run_1/cell_classes.png
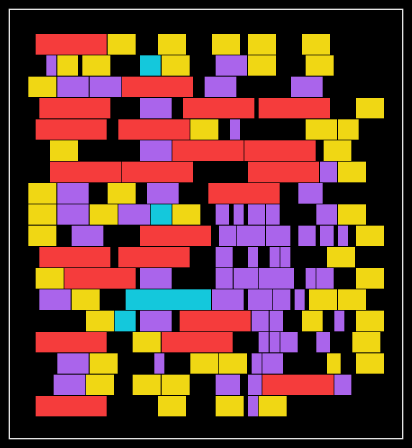
run_1/final_congestion.png
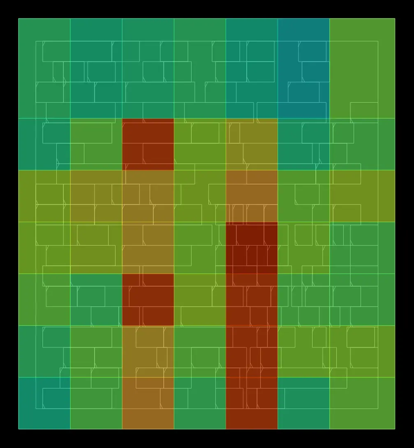
run_1/density.png
Bar = 20 um. 10 x 11 tiles, from black (low) to pale yellow (high), 0 to 100% covered.
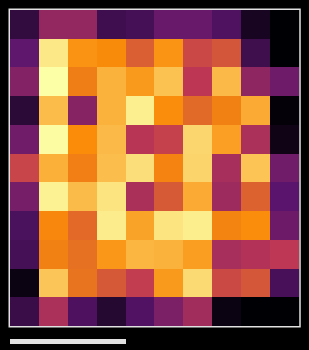
==> config.mk <==
export PLATFORM = sky130hd
export DESIGN_NAME = bcd_adder8_ctrl
export DESIGN_NICKNAME = d
export VERILOG_FILES = /design/src/rtl/bcd_ctl_pkg.sv /design/src/rtl/bcd_ctl_timer.sv /design/src/rtl/bcd_adder8_ctrl.sv
export SDC_FILE = /design/constraint.sdc
export NUM_CORES = 1
export LEC_CHECK = 0
export CORE_ASPECT_RATIO = 1.1
export CORE_MARGIN = 2
export CORE_UTILIZATION = 44
export DETAILED_ROUTE_END_ITERATION = 10
export GPL_TIMING_DRIVEN = 0
export HOLD_SLACK_MARGIN = 0.06
export PLACE_DENSITY_LB_ADDON = 0.08
export SKIP_LAST_GASP = 1
export SYNTH_ARGS = -nofsm -noshare
export SYNTH_HDL_FRONTEND = slang
export SYNTH_HIERARCHICAL = 1
export SYNTH_SLANG_ARGS = --single-unit
==> constraint.sdc <==
create_clock -name clk -period 3.05 [get_ports clk]
set_clock_uncertainty 0.1 [all_clocks]
set_input_delay 0.61 -clock clk [delete_from_list [all_inputs] [get_ports clk]]
set_output_delay 0.61 -clock clk [all_outputs]
set_load 0.02 [all_outputs]
==> summary.txt <==
Observations from the implementation run.

STA:
- Final hold analysis gives a worst-case slack of 417.2 ps.
- The run gives the hold violation total from the final report as 0.
- The run gives the final critical path time including I/O delays and setup as 2691 ps.
- The run puts the slew at the pin with the worst max-slew slack at 814.5 ps.
- The run gives the upper clock frequency limit as 0.3716 GHz.
- The run gives the setup-violating endpoint count in the final report as 0.
- The final timing report gives a worst setup slack of 359.2 ps.
- The max-slew check reports its worst relative slack as 0.4564.
- Setup repair after global routing left no endpoint under its margin.
- The run gives the final cycle utilization of the critical path as 0.8822.
- The run gives the total negative slack as 0 ps.

Drt:
- Summed over all nets, wire length on met2 after detailed routing comes to 1161 um.
- In the routed layout, each cell is associated on average with a via count of 5.270.
- The run puts the amount of wire on met3 after detailed routing at 150 um.
- The run puts the via count of the routed design at 859.
- The run gives the final routed DRC violation total as 0.
- The run gives the number of nets with antenna violations after routing as 0.
- The run puts the routed length on met1 at 893 um.
- The final layout contains routed wiring with a total length of 2234 um.
- Routed signal wires occupy layers up through met4.
- The run gives the violation count after the first detailed-routing iteration as 5.

Critical path:
- The worst setup path is launched from a flip-flop.
- The worst setup path is of the flip-flop to output port kind.
- The worst register-to-register path has a depth of 4.
- The worst setup path is captured at an output port.
- The run puts the worst stage delay on the critical path at 640 ps.
- The run gives the slowest cell on the critical path as clkdlybuf4s50_1.
- Setup slack on the worst reg-to-reg path comes out at 1450 ps.
- The run puts the data arrival at the endpoint of the critical path at 1980 ps.
- The run puts the instance count on the critical path at 4.
- For reference, the critical path cell chain is buf_4 -> and2b_2 -> nor3b_1 -> clkdlybuf4s50_1.
- The run puts the count of buffer and inverter cells on the critical path at 2.
- The run puts the largest fanout on the critical path at 10.

Synth:
- The run puts the combined area of all synthesized cells at 1028 um2.
- Per the synth stats, the flop cell with the highest instance count is dfrtp_1.
- After synthesis, the cell types taking the most area are dfrtp_1, mux2_2, nor4_1.
- In the Yosys report the total cell count is 86.
- The run puts the post-synthesis instance total at 86.
- The run gives the post-synth tally of flip-flops with integrated enable as 0.
- The run gives the number of nets in the synthesized netlist as 101.
- Yosys reported that registers with async set or reset make up 1.000.
- The run gives the number of distinct library cells after synthesis as 27.
- The run gives the count of warnings emitted by yosys as 6.
- The run gives the number of flip-flops and latches in the synthesized netlist as 22.
- dfrtp_1 takes more of the synthesized area than any other cell.
- The run puts the synthesized area per cell at 11.96 um2.
- The run gives the area reported by Yosys stat as 1028 um2.
- The area fraction of the largest cell type after synthesis is 0.5353.
- The run puts the part of the Yosys area used for sequential elements at 0.5353.

Layout:
- Ranking logic cells in the layout by count gives the top entries clkdlybuf4s50_1, dfrtp_1, mux2_2.
- The non-clock inverters instantiated in the layout total 2.
- Leaving out buffers and inverters, the combinational logic in the layout accounts for 431.7 um2.
- The run puts the buffer share of cell area at 0.3029.
- The run gives the number of diodes added for antenna fixing as 0.
- The run gives the filler-free cell count of the finished design as 163.
- The run gives the flip-flop and latch count as 22.
- The run gives the count of buffers not belonging to the clock network in the layout as 48.
- The run gives the count of clock-net buffers in the final layout as 3.
- In the final design, more cell area goes to registers than to any other class.
- The run puts the share of post-route cells with drive strength above 1 at 0.2331.
- The run gives the area growth from synthesis to layout as 50.61%.
- The run gives the clock tree cell share of total cell area as 0.03393.
- The run gives the total area of sequential cells as 550.5 um2.
- The run puts the layout multi-input combinational cell count at 57.
- Counting only logic cells after layout, the most numerous master is clkdlybuf4s50_1.
- The run gives the filler cell count as 172.
- The run puts the combinational fraction of the cell area at 0.2787.

Clock tree:
- The root buffer cell chosen for the clock tree is clkbuf_4.
- The run puts the TritonCTS buffer count at 3.
- CTS reports a maximum clock tree buffer depth of 2.
- The run puts the number of buffers inserted to repair setup after CTS at 0.
- The run gives the clock latency on the worst-skew pair as 310 ps.
- The run gives the clock transition at the registers of the reported paths as 120 ps.
- In this run, post-CTS hold repair placed 0 buffers.
- The run gives the CTS tree as built.
- The clock tree has to reach 22 sinks.
- The run puts the number of H-tree levels at 1.

Power:
- The run gives the top power group as sequential cells.
- The run puts the share of total power in combinational logic at 0.335.
- The run gives the overall power of the completed layout as 0.8904 mW.
- The run puts the clock share of power at 0.246.
- The run gives the largest voltage drop on the vdd net as 0.0005897 V.
- The run gives the power density relative to cell area as 574.9 nW/um2.
- The run puts the power of the combinational group at 0.298 mW.
- The run gives the relative contribution of sequential cells to total power as 0.419.
- The run gives the leakage power summed over all cells as 0.6745 nW.
- The run puts the reported sequential group power at 0.373 mW.
- The run gives the switching fraction of total power as 0.2829.
- The run puts the cell-internal power at 0.6385 mW.

Run:
- The run puts the number of warnings the tools reported at 26.
- The run puts the count of max-cap constraint violations at 0.

GRT:
- The run puts the global-route congestion overflow total at 0.
- Entering global routing, the biggest net connects 23 pins.
- The first global-routing pass estimated 3705 um of wire.
- The run gives the initial antenna violation count as 0.
- The run puts the met1 usage at 0.2097.
- The run puts the via count of the first global-routing pass at 835.
- The run puts the global routing usage on met3 at 0.04098.

Die:
- The horizontal die dimension reported for this design is 50.10 um.
- The run gives the area of the chip as 2740 um2.
- The run puts the height of the die at 54.71 um.
- In this run the count of I/O pins placed on the die edge is 45.
- The run puts the tapcell count at 30.

Min path:
- The path class of the tightest hold or removal check is flip-flop to flip-flop.
- The number of cells on the worst hold path is listed as 1.

Placement:
- The buffer_ports step reported a buffer count of 43.
- The run gives the final RePlAce weighted congestion as 0.8327.
- The run puts the number of placed instances, taps included at 159.
- The HPWL after detailed placement is 1705 um.
- The run gives the pre-CTS setup slack as 695.4 ps.
- The run puts the placed cell area at 1496 um2.

Outcome:
- The flow ran to the end, and the final reports show no timing, DRC or antenna violations.
Notes on cell_classes.png above:
- other buffers and delay cells: yellow (cells 48)
- flip-flops: red (cells 22)
- all other logic: purple (cells 59)
- clock drivers and dummy loads: cyan (cells 4)
final instance area: 1549 um2
sequential share of cell area: 0.3554
core area: 2230 um2
# rows: 18
utilization of the core after routing: 0.6947

Notes on final_congestion.png above:
highest-utilization routing layer at the global route stage: met2
grt met2 use: 0.3114
GRT Overall Usage: 0.1816
final routed wire length divided by cell count: 13.71 um

Notes on density.png above:
- densest ninth of the die: center
- fullest tile: 100%
- nearly empty tiles: 4.5%
fraction of the core area occupied by cells at floorplan: 0.4613

-- run 1: cell usage after synthesis, types with 2 or more instances --
| cell | number |
|---|---|
| dfrtp_1 | 22 |
| mux2_2 | 17 |
| nor2_1 | 8 |
| nor4_1 | 5 |
| nand2_1 | 4 |
| buf_4 | 3 |
| nor3_1 | 3 |
| a21oi_1 | 2 |
| inv_1 | 2 |
| nand2_2 | 2 |
| nand2b_1 | 2 |
-- run 1: worst reg2reg max path, delay by kind of cell (launching register included) --
kind,cells,cell delay (ps)
mux,1,370
flops,1,390
buf+inv,1,190
simple gates,2,450
-- run 1: cells by family after synthesis --
logic type,count (synthesis),share of synthesized area
xor+xnor,1,0.008517
simple gates,30,0.1642
buf+inv,7,0.04501
mux,18,0.1959
other cells,1,0.003646
flops,22,0.5353
compound gates,7,0.04745
Power is estimated from default activity; no workload was simulated.
